--- src/rtl/decode_pkg.sv ---
// Shared decode definitions: RV32I opcodes, instruction classes, immediate formats.
package decode_pkg;

   localparam logic [6:0] OP     = 7'b0110011;
   localparam logic [6:0] OP_IMM = 7'b0010011;
   localparam logic [6:0] LOAD   = 7'b0000011;
   localparam logic [6:0] STORE  = 7'b0100011;
   localparam logic [6:0] BRANCH = 7'b1100011;
   localparam logic [6:0] JAL    = 7'b1101111;
   localparam logic [6:0] JALR   = 7'b1100111;
   localparam logic [6:0] LUI    = 7'b0110111;
   localparam logic [6:0] AUIPC  = 7'b0010111;
   localparam logic [6:0] FENCE  = 7'b0001111;
   localparam logic [6:0] SYSTEM = 7'b1110011;

   typedef enum logic [3:0] {
      CLS_OP      = 4'd0,
      CLS_OP_IMM  = 4'd1,
      CLS_LOAD    = 4'd2,
      CLS_STORE   = 4'd3,
      CLS_BRANCH  = 4'd4,
      CLS_JAL     = 4'd5,
      CLS_JALR    = 4'd6,
      CLS_LUI     = 4'd7,
      CLS_AUIPC   = 4'd8,
      CLS_FENCE   = 4'd9,
      CLS_SYSTEM  = 4'd10,
      CLS_ILLEGAL = 4'd11
   } op_class_t;

   typedef enum logic [2:0] {
      IMM_R = 3'd0,
      IMM_I = 3'd1,
      IMM_S = 3'd2,
      IMM_B = 3'd3,
      IMM_U = 3'd4,
      IMM_J = 3'd5
   } imm_fmt_t;

endpackage

--- src/rtl/decode_imm_gen.sv ---
// Immediate generator: reassembles the RV32I immediate for a given format and
// sign-extends it to XLEN. Only instruction bits above the opcode are needed.
module imm_gen
   import decode_pkg::*;
#(
   parameter int XLEN = 32
) (
   input  logic [31:7]     instr,
   input  imm_fmt_t        fmt,
   output logic [XLEN-1:0] imm
);

   // Gather scattered immediate bits per format; signed cast performs the extension
   always_comb begin
      imm = '0;
      case (fmt)
         IMM_I:   imm = XLEN'($signed(instr[31:20]));
         IMM_S:   imm = XLEN'($signed({instr[31:25], instr[11:7]}));
         IMM_B:   imm = XLEN'($signed({instr[31], instr[7], instr[30:25], instr[11:8], 1'b0}));
         IMM_U:   imm = XLEN'($signed({instr[31:12], 12'b0}));
         IMM_J:   imm = XLEN'($signed({instr[31], instr[19:12], instr[20], instr[30:21], 1'b0}));
         default: imm = '0;
      endcase
   end

endmodule

--- src/rtl/decode_issue.sv ---
// Decode/issue stage: decodes RV32I, drives register-file read addresses and
// stalls on RAW/WAW hazards using a per-register busy scoreboard.
// Optional: define DECODE_STALL_CNT_EN to add the stall_cnt output.
module decode_issue
   import decode_pkg::*;
#(
   parameter  int XLEN = 32,
   parameter  int NREG = 32,
   localparam int AW   = $clog2(NREG)
) (
   input  logic            clk,
   input  logic            rst_n,
   input  logic            in_valid,
   output logic            in_ready,
   input  logic [31:0]     in_instr,
   input  logic [XLEN-1:0] in_pc,
   input  logic            flush,
   output logic [AW-1:0]   read_reg1,
   output logic [AW-1:0]   read_reg2,
   input  logic [XLEN-1:0] reg_data1,
   input  logic [XLEN-1:0] reg_data2,
   input  logic            wb_en,
   input  logic [AW-1:0]   wb_addr,
   output logic            out_valid,
   input  logic            out_ready,
   output logic [XLEN-1:0] out_pc,
   output op_class_t       out_class,
   output logic [AW-1:0]   out_rd,
   output logic [2:0]      out_funct3,
   output logic            out_f7b5,
   output logic [XLEN-1:0] out_imm,
   output logic            out_wr_rd,
   output logic [XLEN-1:0] out_rs1_data,
   output logic [XLEN-1:0] out_rs2_data
`ifdef DECODE_STALL_CNT_EN
  ,output logic [31:0]     stall_cnt
`endif
);

   logic [AW-1:0]   rs1, rs2, rd;
   op_class_t       cls;
   imm_fmt_t        fmt;
   logic            use1, use2, wrd, wr_rd;
   logic [XLEN-1:0] imm;
   logic [NREG-1:0] busy, busy_nxt;
   logic [AW-1:0]   held_rs1, held_rs2;
   logic            hazard, accept;

   assign rs1 = in_instr[19:15];
   assign rs2 = in_instr[24:20];
   assign rd  = in_instr[11:7];

   // Classify the incoming opcode and pick its immediate format and register usage
   always_comb begin
      cls = CLS_ILLEGAL;
      fmt = IMM_R;
      case (in_instr[6:0])
         OP:      begin cls = CLS_OP;     fmt = IMM_R; end
         OP_IMM:  begin cls = CLS_OP_IMM; fmt = IMM_I; end
         LOAD:    begin cls = CLS_LOAD;   fmt = IMM_I; end
         STORE:   begin cls = CLS_STORE;  fmt = IMM_S; end
         BRANCH:  begin cls = CLS_BRANCH; fmt = IMM_B; end
         JAL:     begin cls = CLS_JAL;    fmt = IMM_J; end
         JALR:    begin cls = CLS_JALR;   fmt = IMM_I; end
         LUI:     begin cls = CLS_LUI;    fmt = IMM_U; end
         AUIPC:   begin cls = CLS_AUIPC;  fmt = IMM_U; end
         FENCE:   begin cls = CLS_FENCE;  fmt = IMM_I; end
         SYSTEM:  begin cls = CLS_SYSTEM; fmt = IMM_I; end
         default: begin cls = CLS_ILLEGAL; fmt = IMM_R; end
      endcase
      use1 = !(cls inside {CLS_LUI, CLS_AUIPC, CLS_JAL, CLS_ILLEGAL});
      use2 = cls inside {CLS_OP, CLS_STORE, CLS_BRANCH};
      wrd  = !(cls inside {CLS_STORE, CLS_BRANCH, CLS_FENCE, CLS_SYSTEM, CLS_ILLEGAL});
   end

   assign wr_rd = wrd && (rd != '0);

   imm_gen #(.XLEN(XLEN)) u_imm (
      .instr (in_instr[31:7]),
      .fmt   (fmt),
      .imm   (imm)
   );

   // A same-cycle writeback resolves the hazard: the regfile writes on the
   // falling edge, ahead of the next read edge.
   always_comb begin
      hazard = (use1 && busy[rs1] && !(wb_en && wb_addr == rs1)) ||
               (use2 && busy[rs2] && !(wb_en && wb_addr == rs2)) ||
               (wrd  && busy[rd]  && !(wb_en && wb_addr == rd));
   end

   assign in_ready = (!out_valid || out_ready) && !hazard && !flush;
   assign accept   = in_valid && in_ready;

   // Keep reading the held instruction's sources while stalled so reg_data stays aligned
   assign read_reg1 = accept ? rs1 : held_rs1;
   assign read_reg2 = accept ? rs2 : held_rs2;

   assign out_rs1_data = reg_data1;
   assign out_rs2_data = reg_data2;

   // Scoreboard next state: writeback clear, flush clear, then accept set (set wins)
   always_comb begin
      busy_nxt = busy;
      if (wb_en) busy_nxt[wb_addr] = 1'b0;
      if (flush && out_valid && out_wr_rd) busy_nxt[out_rd] = 1'b0;
      if (accept && wr_rd) busy_nxt[rd] = 1'b1;
      busy_nxt[0] = 1'b0;
   end

   // Busy scoreboard register
   always_ff @(posedge clk or negedge rst_n) begin
      if (!rst_n) busy <= '0;
      else        busy <= busy_nxt;
   end

   // Output stage: latch decoded fields on accept, drop valid on consume or flush
   always_ff @(posedge clk or negedge rst_n) begin
      if (!rst_n) begin
         out_valid  <= 1'b0;
         out_pc     <= '0;
         out_class  <= CLS_OP;
         out_rd     <= '0;
         out_funct3 <= '0;
         out_f7b5   <= 1'b0;
         out_imm    <= '0;
         out_wr_rd  <= 1'b0;
         held_rs1   <= '0;
         held_rs2   <= '0;
      end else if (accept) begin
         out_valid  <= 1'b1;
         out_pc     <= in_pc;
         out_class  <= cls;
         out_rd     <= rd;
         out_funct3 <= in_instr[14:12];
         out_f7b5   <= in_instr[30];
         out_imm    <= imm;
         out_wr_rd  <= wr_rd;
         held_rs1   <= rs1;
         held_rs2   <= rs2;
      end else if (flush || out_ready) begin
         out_valid  <= 1'b0;
      end
   end

`ifdef DECODE_STALL_CNT_EN
   // Count cycles where fetch offers work that the scoreboard holds back
   always_ff @(posedge clk or negedge rst_n) begin
      if (!rst_n)                           stall_cnt <= '0;
      else if (in_valid && hazard && !flush) stall_cnt <= stall_cnt + 32'd1;
   end
`endif

endmodule

--- config.mk ---
export PLATFORM = sky130hd
export DESIGN_NAME = decode_issue
export DESIGN_NICKNAME = d
export VERILOG_FILES = /design/src/rtl/decode_pkg.sv /design/src/rtl/decode_imm_gen.sv /design/src/rtl/decode_issue.sv
export SDC_FILE = /design/constraint.sdc
export NUM_CORES = 1
export LEC_CHECK = 0
export ABC_AREA = 1
export ABC_CLOCK_PERIOD_IN_PS = 4700
export CAP_MARGIN = 25
export CELL_PAD_IN_SITES_DETAIL_PLACEMENT = 0
export CELL_PAD_IN_SITES_GLOBAL_PLACEMENT = 1
export CORE_ASPECT_RATIO = 0.9
export CORE_MARGIN = 2
export CORE_UTILIZATION = 33
export DETAILED_ROUTE_END_ITERATION = 16
export GPL_TIMING_DRIVEN = 0
export PLACE_DENSITY = 0.88
export SKIP_CTS_REPAIR_TIMING = 1
export SYNTH_ARGS = -nofsm -noshare
export SYNTH_HDL_FRONTEND = slang
export SYNTH_HIERARCHICAL = 1
export SYNTH_SLANG_ARGS = --single-unit
export TNS_END_PERCENT = 5
--- constraint.sdc ---
create_clock -name clk -period 4.7 [get_ports clk]
set_input_delay 0.47 -clock clk [delete_from_list [all_inputs] [get_ports clk]]
set_output_delay 0.47 -clock clk [all_outputs]
set_load 0.005 [all_outputs]
Figure 1. Wiring by layer (run 1).
Scale: 1.5 px per um. Only two layers are drawn.
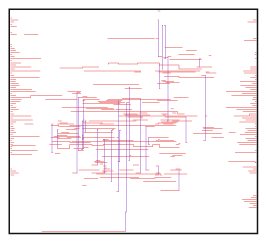
met4 -> purple  # wire length 780 um
met3 -> red  # wire length 2,810 um
Routed Wire Length: 29,100 um
WL/cell: 18.0 um
Vias: 8,462

Figure 2. M4 wires (run 1).
Scale: 2 px per um.
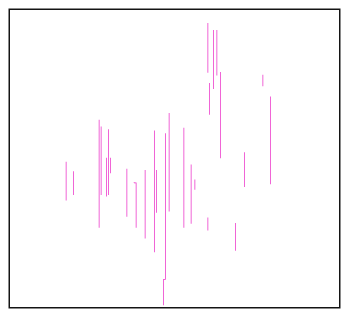
longest straight run = 72.9 um
wire length on this layer = 780 um
nets with wire on the layer = 24

Figure 3. Clock nets (run 1).
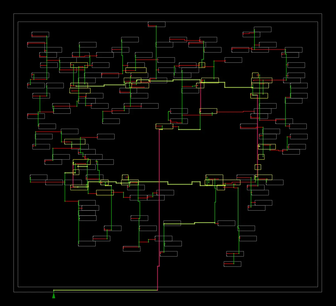
clk latency late pin: 440 ps
FFs & Latches: 120
Num Clock Sinks: 120

==> impl_metrics.tcl, run 1 <==
# flow metrics
set metrics [dict create \
    dr_wl_met3_um 2810 \
    diodes 0 \
    drc_errors 0 \
    cts_buffers 17 \
    synth.avg_cell_area_sq_um 7.19 \
    ys_cells 1065 \
    critPathLaunchType "input pin" \
    swShare 0.298 \
    powerDensity_mw_per_mm2 325 \
    critical_path.max_fanout 10 \
    finalWorstSetupSlack_ps 282 \
    drtPass1Iterations 5 \
    period_used_share 0.940 \
    antenna_found_initial 0 \
    max_freq_ghz 0.226 \
    cpMostUsedCell "nand3_1" \
    root_buffer "clkbuf_16" \
    max-vdd-ir-drop_mv 0.205 \
    status "complete, no violations" \
    lay_top_cells "nand2_1 (307), clkdlybuf4s50_1 (224), nand3_1 (192)" \
    p_seq_frac 0.346 \
    cellLeakagePower_nw 5.35 \
    critPathKind "in2out" \
    die-height_um 148 \
    met1_length_um 12400 \
    grt_usage 0.234 \
    cts_tree "done" \
    synth_cells 1065 \
]
==> run 1: synthesized netlist by cell type (all sizes together) (6+ instances only) <==
| cell type | instances | share of area |
|---|---|---|
| nand2 | 308 | 0.15 |
| nand3 | 193 | 0.13 |
| dfrtp | 120 | 0.39 |
| buf | 114 | 0.11 |
| nor2 | 86 | 0.044 |
| inv | 74 | 0.036 |
| nand4 | 36 | 0.029 |
| o21ai | 32 | 0.021 |
| nor3 | 26 | 0.018 |
| o221ai | 24 | 0.027 |
| clkbuf | 14 | 0.0072 |
| o22ai | 13 | 0.012 |
| a21oi | 12 | 0.0078 |
| o211ai | 6 | 0.0065 |
==> run 1: registers in the layout, summed over array words and instances, names as in the netlist <==
signal      cells
busy           31
held_rs1        5
held_rs2        5
out_class       4
out_f7b5        1
out_funct3      3
out_imm        32
out_pc         32
out_rd          5
out_valid       1
out_wr_rd       1
==> run 1: kinds of logic (layout without fill, tap and decap cells) <==
| group | count (synthesis) | after routing | share of synthesized area |
|---|---|---|---|
| AND-OR/OR-AND | 90 | 90 | 0.0781 |
| XOR/XNOR | 2 | 2 | 0.00229 |
| AND/OR/NAND/NOR | 651 | 651 | 0.372 |
| buffers and inverters | 202 | 461 | 0.156 |
| flip-flops | 120 | 120 | 0.392 |
==> run 1: power by group through the flow <==
stage / clock network (W) / registers [W] / logic [W]
floorplan: 0 / 0.00124 / 0.000360
global placement: 0 / 0.00125 / 0.000842
detailed placement: 0 / 0.00125 / 0.000851
CTS: 0.00149 / 0.00123 / 0.000855
global route: 0.00154 / 0.00125 / 0.000928
finish: 0.00148 / 0.00123 / 0.000853
==> run 1: routing by layer <==
layer / track usage / vias up
met3: 0.0636 / 63
met5: 0 / -
met1: 0.319 / 3955
li1: - / 3984
met2: 0.356 / 460
met4: 0.0822 / 0
==> run 1: area by class of cell <==
cell class | instances | area (sq um)
fill | 2281 | 11700
clock inverter | 15 | 226
tap | 297 | 372
clock buffer | 17 | 425
sequential | 120 | 3000
buffer | 128 | 913
inverter | 74 | 278
timing repair buffer | 227 | 2290
multi-input combinational | 743 | 3460
==> run 1: metrics by stage <==
stage / setup TNS, ps / std cells / cell area, sq um / power (W) / util
after floorplan: 0 / 1065 / 7650 / 0.00160 / -
after global placement: -211670 / 1587 / 10300 / 0.00209 / 0.454
after detailed placement: 0 / 1588 / 10300 / 0.00210 / 0.455
after CTS: 0 / 1620 / 11000 / 0.00358 / 0.484
after global routing: 0 / 1621 / 11000 / 0.00371 / 0.484
final: 0 / 1621 / 11000 / 0.00356 / 0.484
==> run 1: worst max path at each step <==
| stage | from | endpoint | slack, ps |
|---|---|---|---|
| floorplan | in_instr[15] | read_reg1[0] | 2300 |
| global placement | rst_n | out_pc[20] | -1780 |
| detailed placement | in_instr[20] | read_reg1[3] | 280 |
| CTS | in_instr[20] | read_reg1[3] | 260 |
| global route | in_instr[20] | read_reg1[1] | 50 |
| finish | in_instr[20] | read_reg2[1] | 280 |
==> run 1: critical path, delay by kind of cell <==
kind,cells,cell delay (ps)
buf+inv,7,2060
simple gates,9,1100
compound gates,1,300
Figure 4. Ports around the boundary (run 1).
Scale: 2 px per um. Pins as bars across the die edge, other pins in gray.
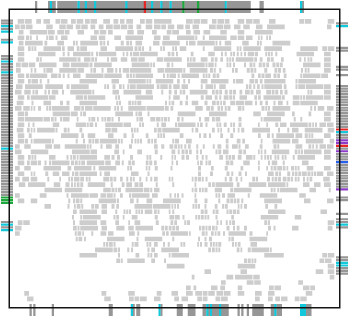

--- run 2 (diff from run 1) ---
--- a/config.mk
+++ b/config.mk
@@ -14,8 +14,10 @@
 export CORE_MARGIN = 2
 export CORE_UTILIZATION = 33
 export DETAILED_ROUTE_END_ITERATION = 16
+export GPL_ROUTABILITY_DRIVEN = 0
 export GPL_TIMING_DRIVEN = 0
 export PLACE_DENSITY = 0.88
+export REMOVE_ABC_BUFFERS = 1
 export SKIP_CTS_REPAIR_TIMING = 1
 export SYNTH_ARGS = -nofsm -noshare
 export SYNTH_HDL_FRONTEND = slang
Figure 5. Ports around the boundary (run 2).
Scale: 2 px per um. Pins as bars across the die edge, other pins in gray.
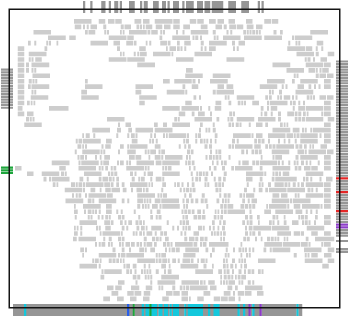
out_rd -> green  # pins 5, direction output, edge 3 west, 2 south
out_class -> purple  # pins 4, direction output, edge 2 south, 2 east
reg_data1 -> cyan  # pins 32, direction input, edge south
wb_en -> blue  # pins 1, direction input, edge south
out_funct3 -> red  # pins 3, direction output, edge east
all pins by edge = 157 south, 68 east, 50 north, 18 west
Die X: 165 um
Port Buf Inserts: 164
Die Height: 148 um

Figure 6. Wiring by layer (run 2).
Scale: 1.5 px per um. Only two layers are drawn.
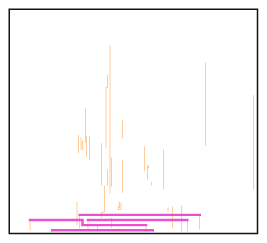
Routed Wire Length: 30,500 um
WL/cell: 21.2 um

Figure 7. M4 wires (run 2).
Scale: 2 px per um.
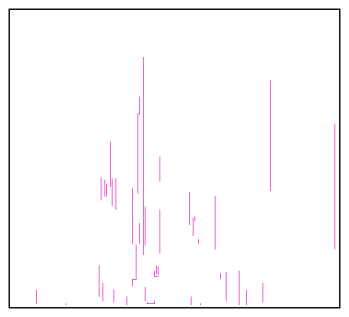
Vias: 7,902

==> run 2 against run 1 <==
Against the previous run: clock power fell by 15%; hold slack lost 1.7 ps; maximum frequency fell by 2.7%; sequential power about the same; area after synthesis is the same; utilization decreased by 6.6 points; first-iteration DRC count grew 38%; worst setup slack lost 120 ps; critical path type unchanged.
==> impl_metrics.tcl, run 2 <==
# flow metrics
set metrics [dict create \
    mux_share 0 \
    fillers 2368 \
    ys_sh_simple 0.372 \
    fa_ha_area_frac 0 \
    synth.area.top_cells "dfrtp_1 (39%), nand2_1 (15%), nand3_1 (13%)" \
    largest_area_cell "dfrtp_1" \
    diodes 0 \
    synth_cells 1065 \
    largestRegisters "out_imm: 32 flops, out_pc: 32 flops, busy: 31 flops" \
    root_buffer "clkbuf_16" \
    antenna_found_initial 0 \
    lay_top_cells "nand2_1 (307), nand3_1 (192), clkdlybuf4s50_1 (159)" \
    area.combinational_sq_mm 0.00348 \
    final_area_sq_mm 0.00948 \
    cts_buffers 17 \
    dpl_cell_area_sq_mm 0.00890 \
    synth_top_area_share 0.392 \
    period_needed_ps 4540 \
    grt_usage 0.245 \
    drtPass1Iterations 7 \
    cts_tree "done" \
    clk_latency_ps 420 \
    regArea_sq_mm 0.00300 \
    final_core_util 0.419 \
    max-vdd-ir-drop_mv 0.176 \
    fin_tns_setup_ps 0 \
    most_common_cell "nand2_1" \
    critical_path.max_fanout 69 \
    status "complete, no violations" \
    synth.logic.top_family "simple AND/OR/NAND/NOR gates" \
    ys_cells 1065 \
    worst_slew_pin_slew_ps 926 \
    powerDensity_mw_per_mm2 338 \
    drc_errors 0 \
    synth.avg_cell_area_sq_um 7.19 \
    compound_area_frac 0.0781 \
    common_cells "nand2_1 (307), nand3_1 (192), dfrtp_1 (120), nor2_1 (81), buf_4 (74)" \
    critPathLaunchType "input pin" \
    period_used_share 0.967 \
    xor_share 0.00229 \
]
[run 2: cell counts after synthesis]
No cell type changed its count.
[run 2: power by group]
part,internal (W),switching (W)
registers,0.00115,0.0000846
clock network,0.000743,0.000517
logic,0.000341,0.000373
[run 2: cells by family after synthesis]
kind of cell              Yosys count
and+or+nand+nor                   651
AOI/OAI and AO/OA                  90
DFF                               120
xor gates and xnor gates            2
buffers and inverters             202
[run 2: area by class of cell]
type	instances	share of cell area
clock buffers	18	0.0463
clock inverters	14	0.0135
multi-input cells	744	0.367
inverters	74	0.0293
well taps	297	0.0392
repair buffers	171	0.188
flip-flops and latches	120	0.317
[run 2: worst min path at each step]
| stage | from | slack [ps] | endpoint |
|---|---|---|---|
| after global placement | out_imm[15] | 450 | out_imm[15] |
| after global routing | in_valid | 480 | out_pc[28] |
| after CTS | rst_n | -40 | out_funct3[0] |
| final | out_imm[12] | 470 | out_imm[12] |
| after detailed placement | rst_n | 410 | out_funct3[0] |
| after floorplan | rst_n | 170 | busy[10] |
[run 2: per-stage QoR]
step / power, W / instances
floorplan: 0.00150 / 937
detailed placement: 0.00196 / 1404
global route: 0.00336 / 1438
CTS: 0.00324 / 1436
finish: 0.00321 / 1438
global placement: 0.00194 / 1398
[run 2: worst max-delay path, stage by stage]
cell	delay (ps)
clkdlybuf4s50_1	630
nand2_2	470
inv_1	80
a22oi_1	190
nand2_1	80
nand2_1	60
nand2_1	80
nor3_1	210
nand3b_1	310
nand3_4	350
buf_16	300
nand2_1	70
o21ai_0	120
clkdlybuf4s50_1	600
[run 2: metal layers]
metal  up-vias  part of all wire  track usage
met5         -            0.0096       0.0868
met4         8             0.021       0.0600
met3        76              0.15        0.139
met2       503              0.40        0.331
met1      3690              0.42        0.328
li1       3625                 -            -
Figure 8. Clock nets (run 2).
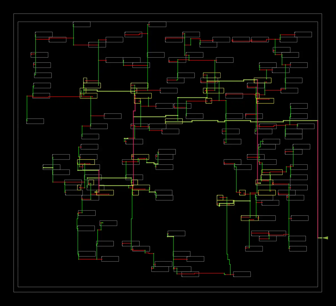

--- run 3 (diff from run 2) ---
--- a/config.mk
+++ b/config.mk
@@ -16,9 +16,10 @@
 export DETAILED_ROUTE_END_ITERATION = 16
 export GPL_ROUTABILITY_DRIVEN = 0
 export GPL_TIMING_DRIVEN = 0
-export PLACE_DENSITY = 0.88
+export PLACE_DENSITY_LB_ADDON = 0.1
 export REMOVE_ABC_BUFFERS = 1
 export SKIP_CTS_REPAIR_TIMING = 1
+export SLEW_MARGIN = 20
 export SYNTH_ARGS = -nofsm -noshare
 export SYNTH_HDL_FRONTEND = slang
 export SYNTH_HIERARCHICAL = 1
==> constraint.sdc (replaced) <==
create_clock -name clk -period 4.7 [get_ports clk]
set_input_delay 0.47 -clock clk [delete_from_list [all_inputs] [get_ports clk]]
set_output_delay 0.47 -clock clk [all_outputs]
set_load 0.1 [all_outputs]
Figure 9. Clock nets (run 3).
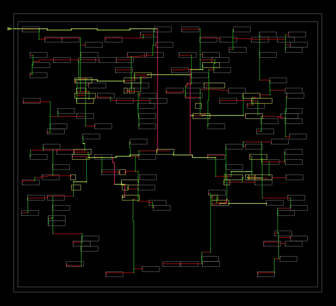
Clock net power: 0.00139 W
clock buffer count: 19
Num CTS Buffers: 17
clk_skew: 12.3 ps

Figure 10. Wiring by layer (run 3).
Scale: 1.5 px per um. Only two layers are drawn.
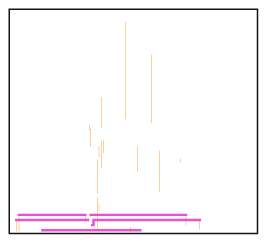
met4 -> orange  # wire length 314 um
met5 -> magenta  # wire length 296 um

Figure 11. M4 wires (run 3).
Scale: 2 px per um.
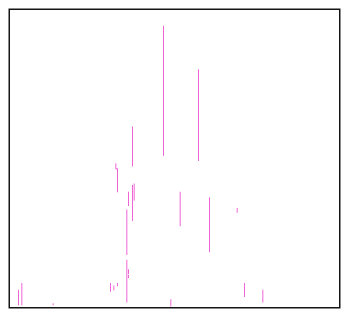
Vias: 7,712
Routed Wire Length: 32,900 um

==> run 3 against run 2 <==
Against the previous run: first-iteration DRC count shrank 32%; sequential share of layout area decreased by 0.19 points; final area rose by 0.59%; die area did not move; synthesized cell count stayed put; worst setup slack better by 71 ps; maximum frequency increased by 1.6%; flip-flop count stayed put; utilization up 0.25 points; power rose by 28%; critical path type unchanged; critical endpoint is now in_ready.
==> impl_metrics.tcl, run 3 <==
# flow metrics
set metrics [dict create \
    status "complete, no violations" \
    synth_cells 1065 \
    critical_path.max_fanout 31 \
    critical_path.cell_chain "clkdlybuf4s50_1 > nand2_2 > nor2_1 > nor2_1 > nand2_1 > nand2_1 > nand3_1 > inv_2 > nand3b_1 > nor2_2 > nor2_4 > buf_16 > buf_12 > clkbuf_2" \
    io_buffers 164 \
    max-slew-margin-rel 0.315 \
    drc_errors 0 \
    max-vdd-ir-drop_mv 0.276 \
    final_core_util 0.421 \
    period_used_share 0.952 \
    antenna_found_initial 0 \
    grtUsageMet2 0.359 \
    use_met1 0.373 \
    worst_slew_pin_slew_ps 1020 \
    critPathLaunchType "input pin" \
    met3_usage 0.136 \
    cp_top_family "buffers and inverters" \
    period_needed_ps 4470 \
    cts_tree "done" \
    largest_area_cell "dfrtp_1" \
    root_buffer "clkbuf_16" \
    synth.avg_cell_area_sq_um 7.19 \
    largestRegisters "out_imm: 32 flops, out_pc: 32 flops, busy: 31 flops" \
    diodes 0 \
    drtPass1Iterations 5 \
    critPathBufInv 5 \
    dieWidth_um 165 \
    grt_usage 0.267 \
    lay_top_cells "nand2_1 (307), nand3_1 (192), clkdlybuf4s50_1 (149)" \
    die_area_sq_mm 0.0244 \
    cts_sinks 120 \
    max_freq_ghz 0.224 \
    powerDensity_mw_per_mm2 431 \
    fin_tns_setup_ps 0 \
    most_common_cell "nand2_1" \
    synth.area.top_cells "dfrtp_1 (39%), nand2_1 (15%), nand3_1 (13%)" \
    die-height_um 148 \
    common_cells "nand2_1 (307), nand3_1 (192), dfrtp_1 (120), nor2_1 (81), buf_4 (74)" \
    clk_latency_ps 420 \
    busiest_layer "met1" \
    max_stage_delay_ps 790 \
    synth_top_area_share 0.392 \
    io_pins 293 \
    overflow 0 \
    critPathKind "in2out" \
    synth_chip_area_sq_mm 0.00765 \
    cellLeakagePower_nw 4.61 \
    crit_path_top_delay_cell "clkdlybuf4s50_1" \
    ys_cells 1065 \
]
[run 3: cell types whose count changed in the layout (fill, tap and decap cells not counted), moves of 4 or more]
| cell | delta |
|---|---|
| clkbuf_4 | +4 |
| clkdlybuf4s50_1 | -10 |
| clkbuf_2 | +5 |
| clkinv_4 | -4 |
[run 3: power by group]
group          internal (W)  switching [W]
clock network      0.000868       0.000527
logic              0.000333        0.00116
registers           0.00115      0.0000822
[run 3: stage by stage]
| step | power, W | std cells | instance area [sq um] | hold WS, ps | setup slack [ps] |
|---|---|---|---|---|---|
| after detailed placement | 0.00275 | 1405 | 8940 | 431 | -1200 |
| after global routing | 0.00428 | 1440 | 9540 | 479 | 19.1 |
| after global placement | 0.00272 | 1398 | 8750 | 454 | -4740 |
| after floorplan | 0.00226 | 937 | 6740 | 174 | -754 |
| after CTS | 0.00416 | 1437 | 9570 | -28.4 | -1220 |
| final | 0.00412 | 1440 | 9540 | 467 | 228 |
[run 3: path summary, 6_finish.rpt]
path                             start            to  cells after the start
min                         out_pc[23]    out_pc[23]                      2
min in group asynchronous        rst_n  out_class[2]                      2
max reg2reg                   busy[22]   out_imm[23]                     12
min reg2reg                 out_pc[23]    out_pc[23]                      2
max in group asynchronous        rst_n      busy[12]                      3
max                        in_instr[7]      in_ready                     14
[run 3: cell type report]
type | count | area (sq um)
timing repair buffer | 172 | 1770
tap | 297 | 372
multi-input combinational | 745 | 3500
clock buffer | 19 | 453
fill | 2414 | 13100
sequential | 120 | 3000
inverter | 74 | 278
clock inverter | 13 | 168
[run 3: worst register-to-register path: stages (launching register included)]
cell and delay, ps:
dfrtp_1 450, nand2_1 100, nand3_1 70, nand3_1 120, nand3_1 90, nand3_1 90, nand2_1 90, nand3_1 90
inv_1 50, nor2_1 440, nand3_2 740, nand2_1 250, nand2_1 70
[run 3: cell families (layout without fill, tap and decap cells)]
logic type,count (synthesis),count (layout),share of synthesized area
flip-flops,120,120,0.392
AND-OR/OR-AND,90,90,0.0781
XOR/XNOR,2,2,0.00229
buffers and inverters,202,278,0.156
AND/OR/NAND/NOR,651,653,0.372
[run 3: routing by layer]
metal  vias to the layer above  routed length (um)
met4                        10                 313
li1                       3632                   -
met5                         -                 295
met1                      3630               15000
met3                        42                3750
met2                       398               13500
Power is estimated from default activity; no workload was simulated.
